===== config.mk =====
export PLATFORM = sky130hd
export DESIGN_NAME = mem_bus_if
export DESIGN_NICKNAME = d
export VERILOG_FILES = /design/src/rtl/mem_bus_if.sv
export SDC_FILE = /design/constraint.sdc
export NUM_CORES = 1
export LEC_CHECK = 0
export ABC_AREA = 1
export CAP_MARGIN = 25
export CORE_ASPECT_RATIO = 0.7
export CORE_MARGIN = 1.5
export CORE_UTILIZATION = 47
export DETAILED_ROUTE_END_ITERATION = 7
export GPL_TIMING_DRIVEN = 0
export PLACE_DENSITY = 0.87
export SYNTH_ARGS = -nofsm -noshare
export SYNTH_HDL_FRONTEND = slang
export SYNTH_SLANG_ARGS = --single-unit

===== constraint.sdc =====
create_clock -name clk_i -period 11.55 [get_ports clk_i]
set_input_delay 3.465 -clock clk_i [delete_from_list [all_inputs] [get_ports clk_i]]
set_output_delay 3.465 -clock clk_i [all_outputs]
set_load 0.005 [all_outputs]

===== src/rtl/mem_bus_if.sv =====
`default_nettype none
// ============================================================================
// Module      : mem_bus_if
// Description : MEM-stage bus interface unit. Accepts a decoded load/store
//               request, runs a request/grant/ready cycle on the shared
//               system bus, returns load data toward the MEM/WB register
//               and raises busy_o while the pipeline must wait. An access
//               that never sees bus_rdy_i is terminated with a one-cycle
//               bus_err_o pulse.
// Revision    : 1.0 - initial release
// ============================================================================
module mem_bus_if #(
    parameter int WORD_DATA_WIDTH = 32,
    parameter int WORD_ADDR_WIDTH = 30,
    parameter int TIMEOUT         = 255
) (
    // Clock and asynchronous active-high reset
    input  logic                       clk_i,
    input  logic                       rst_i,
    // Pipeline control
    input  logic                       stall_i,
    input  logic                       flush_i,
    // MEM-stage access request
    input  logic                       req_i,
    input  logic                       rw_i,
    input  logic [WORD_ADDR_WIDTH-1:0] addr_i,
    input  logic [WORD_DATA_WIDTH-1:0] wr_data_i,
    // Toward the MEM/WB register and pipeline controller
    output logic [WORD_DATA_WIDTH-1:0] rd_data_o,
    output logic                       busy_o,
    output logic                       bus_err_o,
    // System bus
    output logic                       bus_req_o,
    input  logic                       bus_grant_i,
    output logic                       bus_as_o,
    output logic                       bus_rw_o,
    output logic [WORD_ADDR_WIDTH-1:0] bus_addr_o,
    output logic [WORD_DATA_WIDTH-1:0] bus_wr_data_o,
    input  logic [WORD_DATA_WIDTH-1:0] bus_rd_data_i,
    input  logic                       bus_rdy_i
);

    // ------------------------------------------------------------------------
    // Constants
    // ------------------------------------------------------------------------
    // Counter is wide enough to hold TIMEOUT; a degenerate TIMEOUT below 1
    // still yields a legal 1-bit counter (it then behaves like TIMEOUT = 1).
    localparam int c_CNT_WIDTH = (TIMEOUT < 1) ? 1 : $clog2(TIMEOUT + 1);
    localparam int c_LIMIT_INT = (TIMEOUT < 1) ? 0 : (TIMEOUT - 1);

    // Last counter value at which a missing bus_rdy_i becomes a bus error
    localparam logic [c_CNT_WIDTH-1:0] c_CNT_LIMIT = c_CNT_WIDTH'(c_LIMIT_INT);
    localparam logic [c_CNT_WIDTH-1:0] c_CNT_ONE   = c_CNT_WIDTH'(1);

    // Transaction state encoding
    localparam logic [1:0] c_IDLE   = 2'd0;
    localparam logic [1:0] c_REQ    = 2'd1;
    localparam logic [1:0] c_ACCESS = 2'd2;
    localparam logic [1:0] c_STALL  = 2'd3;

    // ------------------------------------------------------------------------
    // State
    // ------------------------------------------------------------------------
    logic [1:0]                 state_q,       state_d;
    logic                       bus_req_q,     bus_req_d;
    logic                       bus_as_q,      bus_as_d;
    logic                       bus_rw_q,      bus_rw_d;
    logic [WORD_ADDR_WIDTH-1:0] bus_addr_q,    bus_addr_d;
    logic [WORD_DATA_WIDTH-1:0] bus_wr_data_q, bus_wr_data_d;
    logic [WORD_DATA_WIDTH-1:0] rd_data_q,     rd_data_d;
    logic [c_CNT_WIDTH-1:0]     cnt_q,         cnt_d;
    logic                       bus_err_q,     bus_err_d;

    // ------------------------------------------------------------------------
    // Combinational helpers
    // ------------------------------------------------------------------------
    logic w_launch;      // a new access starts this cycle
    logic w_in_access;   // bus cycle in flight
    logic w_done;        // slave completes the access this cycle
    logic w_load_done;   // a read completes this cycle
    logic w_expired;     // ready window exhausted without completion

    // A request is taken only from a clean IDLE: not flushed and not in the
    // cycle that reports a bus error.
    assign w_launch    = (state_q == c_IDLE) && req_i && !flush_i && !bus_err_q;
    assign w_in_access = (state_q == c_ACCESS);
    assign w_done      = w_in_access && bus_rdy_i;
    assign w_load_done = w_done && !bus_rw_q;
    // A ready on the threshold cycle wins; only a missing ready expires.
    assign w_expired   = w_in_access && !bus_rdy_i && (cnt_q == c_CNT_LIMIT);

    // ------------------------------------------------------------------------
    // Next-state logic for the bus transaction
    // ------------------------------------------------------------------------
    always_comb begin
        state_d       = state_q;
        bus_req_d     = bus_req_q;
        bus_as_d      = 1'b0;
        bus_rw_d      = bus_rw_q;
        bus_addr_d    = bus_addr_q;
        bus_wr_data_d = bus_wr_data_q;
        rd_data_d     = rd_data_q;
        cnt_d         = cnt_q;
        bus_err_d     = 1'b0;

        case (state_q)
            c_IDLE: begin
                if (w_launch) begin
                    bus_addr_d    = addr_i;
                    bus_rw_d      = rw_i;
                    bus_wr_data_d = wr_data_i;
                    bus_req_d     = 1'b1;
                    state_d       = c_REQ;
                end
            end

            c_REQ: begin
                // Flush beats a grant arriving in the same cycle
                if (flush_i) begin
                    bus_req_d = 1'b0;
                    state_d   = c_IDLE;
                end else if (bus_grant_i) begin
                    bus_as_d = 1'b1;
                    cnt_d    = '0;
                    state_d  = c_ACCESS;
                end
            end

            c_ACCESS: begin
                // Flush is deliberately not looked at: the slave has already
                // seen the address strobe, so the cycle must finish.
                if (bus_rdy_i) begin
                    bus_req_d = 1'b0;
                    if (!bus_rw_q) begin
                        rd_data_d = bus_rd_data_i;
                    end
                    state_d = stall_i ? c_STALL : c_IDLE;
                end else if (w_expired) begin
                    bus_req_d = 1'b0;
                    rd_data_d = '0;
                    bus_err_d = 1'b1;
                    state_d   = c_IDLE;
                end else if (cnt_q < c_CNT_LIMIT) begin
                    // Saturating: the counter never wraps
                    cnt_d = cnt_q + c_CNT_ONE;
                end
            end

            c_STALL: begin
                // Load data stays parked until the pipeline moves again
                if (!stall_i) begin
                    state_d = c_IDLE;
                end
            end

            default: begin
                bus_req_d = 1'b0;
                state_d   = c_IDLE;
            end
        endcase
    end

    // ------------------------------------------------------------------------
    // State registers with asynchronous reset (aborts any access in flight)
    // ------------------------------------------------------------------------
    always_ff @(posedge clk_i or posedge rst_i) begin
        if (rst_i) begin
            state_q       <= c_IDLE;
            bus_req_q     <= 1'b0;
            bus_as_q      <= 1'b0;
            bus_rw_q      <= 1'b0;
            bus_addr_q    <= '0;
            bus_wr_data_q <= '0;
            rd_data_q     <= '0;
            cnt_q         <= '0;
            bus_err_q     <= 1'b0;
        end else begin
            state_q       <= state_d;
            bus_req_q     <= bus_req_d;
            bus_as_q      <= bus_as_d;
            bus_rw_q      <= bus_rw_d;
            bus_addr_q    <= bus_addr_d;
            bus_wr_data_q <= bus_wr_data_d;
            rd_data_q     <= rd_data_d;
            cnt_q         <= cnt_d;
            bus_err_q     <= bus_err_d;
        end
    end

    // ------------------------------------------------------------------------
    // Outputs
    // ------------------------------------------------------------------------
    // Busy while launching, waiting for grant, or waiting for ready. The
    // error cycle is IDLE with w_launch suppressed, so busy is low there.
    assign busy_o = w_launch
                 || (state_q == c_REQ)
                 || (w_in_access && !bus_rdy_i);

    // Completing loads bypass the capture register so the pipeline sees
    // the data in the same cycle the stall is released.
    assign rd_data_o     = w_load_done ? bus_rd_data_i : rd_data_q;

    assign bus_err_o     = bus_err_q;
    assign bus_req_o     = bus_req_q;
    assign bus_as_o      = bus_as_q;
    assign bus_rw_o      = bus_rw_q;
    assign bus_addr_o    = bus_addr_q;
    assign bus_wr_data_o = bus_wr_data_q;

endmodule
`default_nettype wire


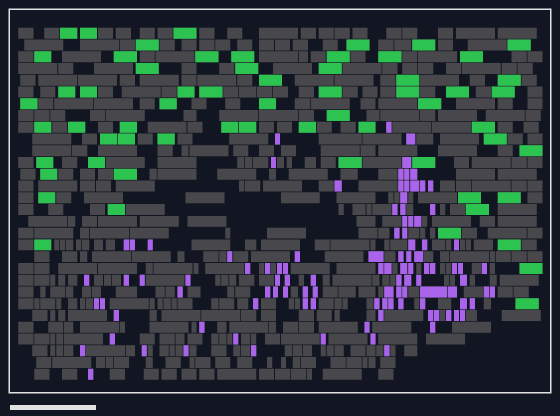
Fig. 1. Gate-type map.
Scale bar: 20 µm.
- green: multiplexers (cells 62; most used mux2_4)
- purple: NAND gates (cells 104; most used nand2_1)

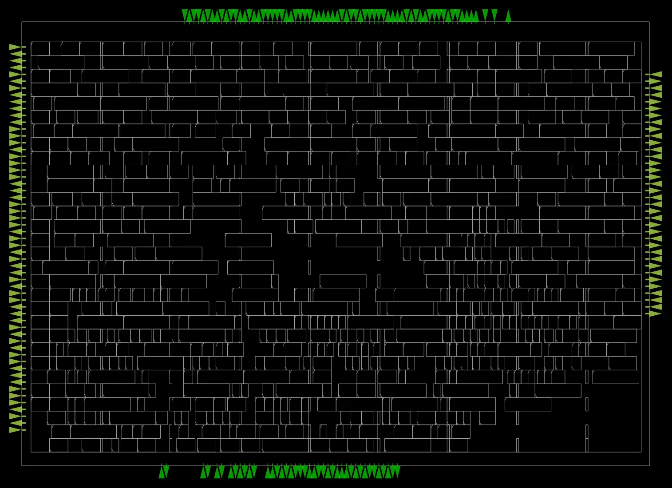
Fig. 2. Cell outlines without signal wires.
sequential share of cell area: 0.367
core region area: 0.00991 mm²

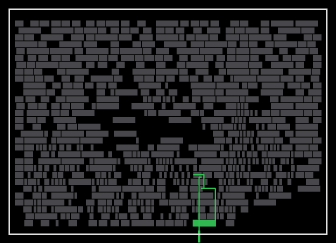
Fig. 3. Nets reached from selected ports.
- green: `bus_rw_o` (direction output; end cells 1; buffers 1; wire 51.0 µm)
Buffers on Ports: 200
IO Pins: 201

==> metrics.cfg <==
[synthesis]
fa_ha_area_frac = 0.0179
ys_warn_count = 0
synth_top_cell_by_area = dfrtp_1
ys_top_cells_by_area = dfrtp_1 (55%), mux2_4 (11%), nand2_1 (6.6%)
synth_top_cell_by_count = dfrtp_1
avgSynthCellArea_um2 = 11.1
synth_top_flop_cell = dfrtp_1
ys_sh_aoi = 0.0776
top_logic_kind = multiplexers
ys_cells = 441
yosysSeqAreaShare = 0.553
synth_cells = 441

[global_route]
grt-ovfl-total = 0
busiest_layer = met2
grt_pass1_wl_um = 20300
grt_pass1_vias = 4135
grt_use_total = 0.233

[worst_setup_path]
startpoint = bus_rdy_i
reg2reg_from = state_q[0]
cp_top_family = buffers and inverters
startpoint_type = input pin
path_max_fanout = 10
cp.arrival_ns = 5.37
crit_chain = clkdlybuf4s50_1, nand2_2, nor2_4, inv_2, clkbuf_1, o21ai_0, clkdlybuf4s50_1
cpMostUsedCell = clkdlybuf4s50_1
cpMaxStageDelayCell = clkdlybuf4s50_1
worstSetupEndpointType = output port

[route]
dr_total_vias = 4024
drtAntennaViolNets = 0
wl_met2_um = 6390
wirelength_um = 12800
wl_per_cell_um = 16.3
dr.first_iter.drc_count = 151
viasPerCell = 5.13

[layout]
comb_share = 0.254
clkCellAreaFrac = 0.0384
buf_share = 0.294
antenna-diode-count = 0
stdcell_count = 785
post-route-cell-area_mm2 = 0.00736

[die]
die_h_um = 88.3
die_x_um = 125

[power_and_ir_drop]
p_comb_frac = 0.470
powerClk_mw = 0.295
p_int_mw = 1.24
combinationalPower_mw = 0.829
power-top-group = combinational logic
total_power_mw = 1.76
pg_seq_mw = 0.642

[sta]
slew-limit-headroom = 0.662
fin_skew_ns = 0.00733
setup_ws_ns = 2.72
setup_viol = 0

[cts]
cts.htree.levels = 3
clock-sinks = 108
clk_pin_slew_worst_paths_ns = 0.07
post_cts_resized = 0

[place]
dp.cells = 770
place.gp.congestion = 0.833
dpl-instance-area_mm2 = 0.00708

[status]
status = finished clean

Power and IR drop assume default switching activity.
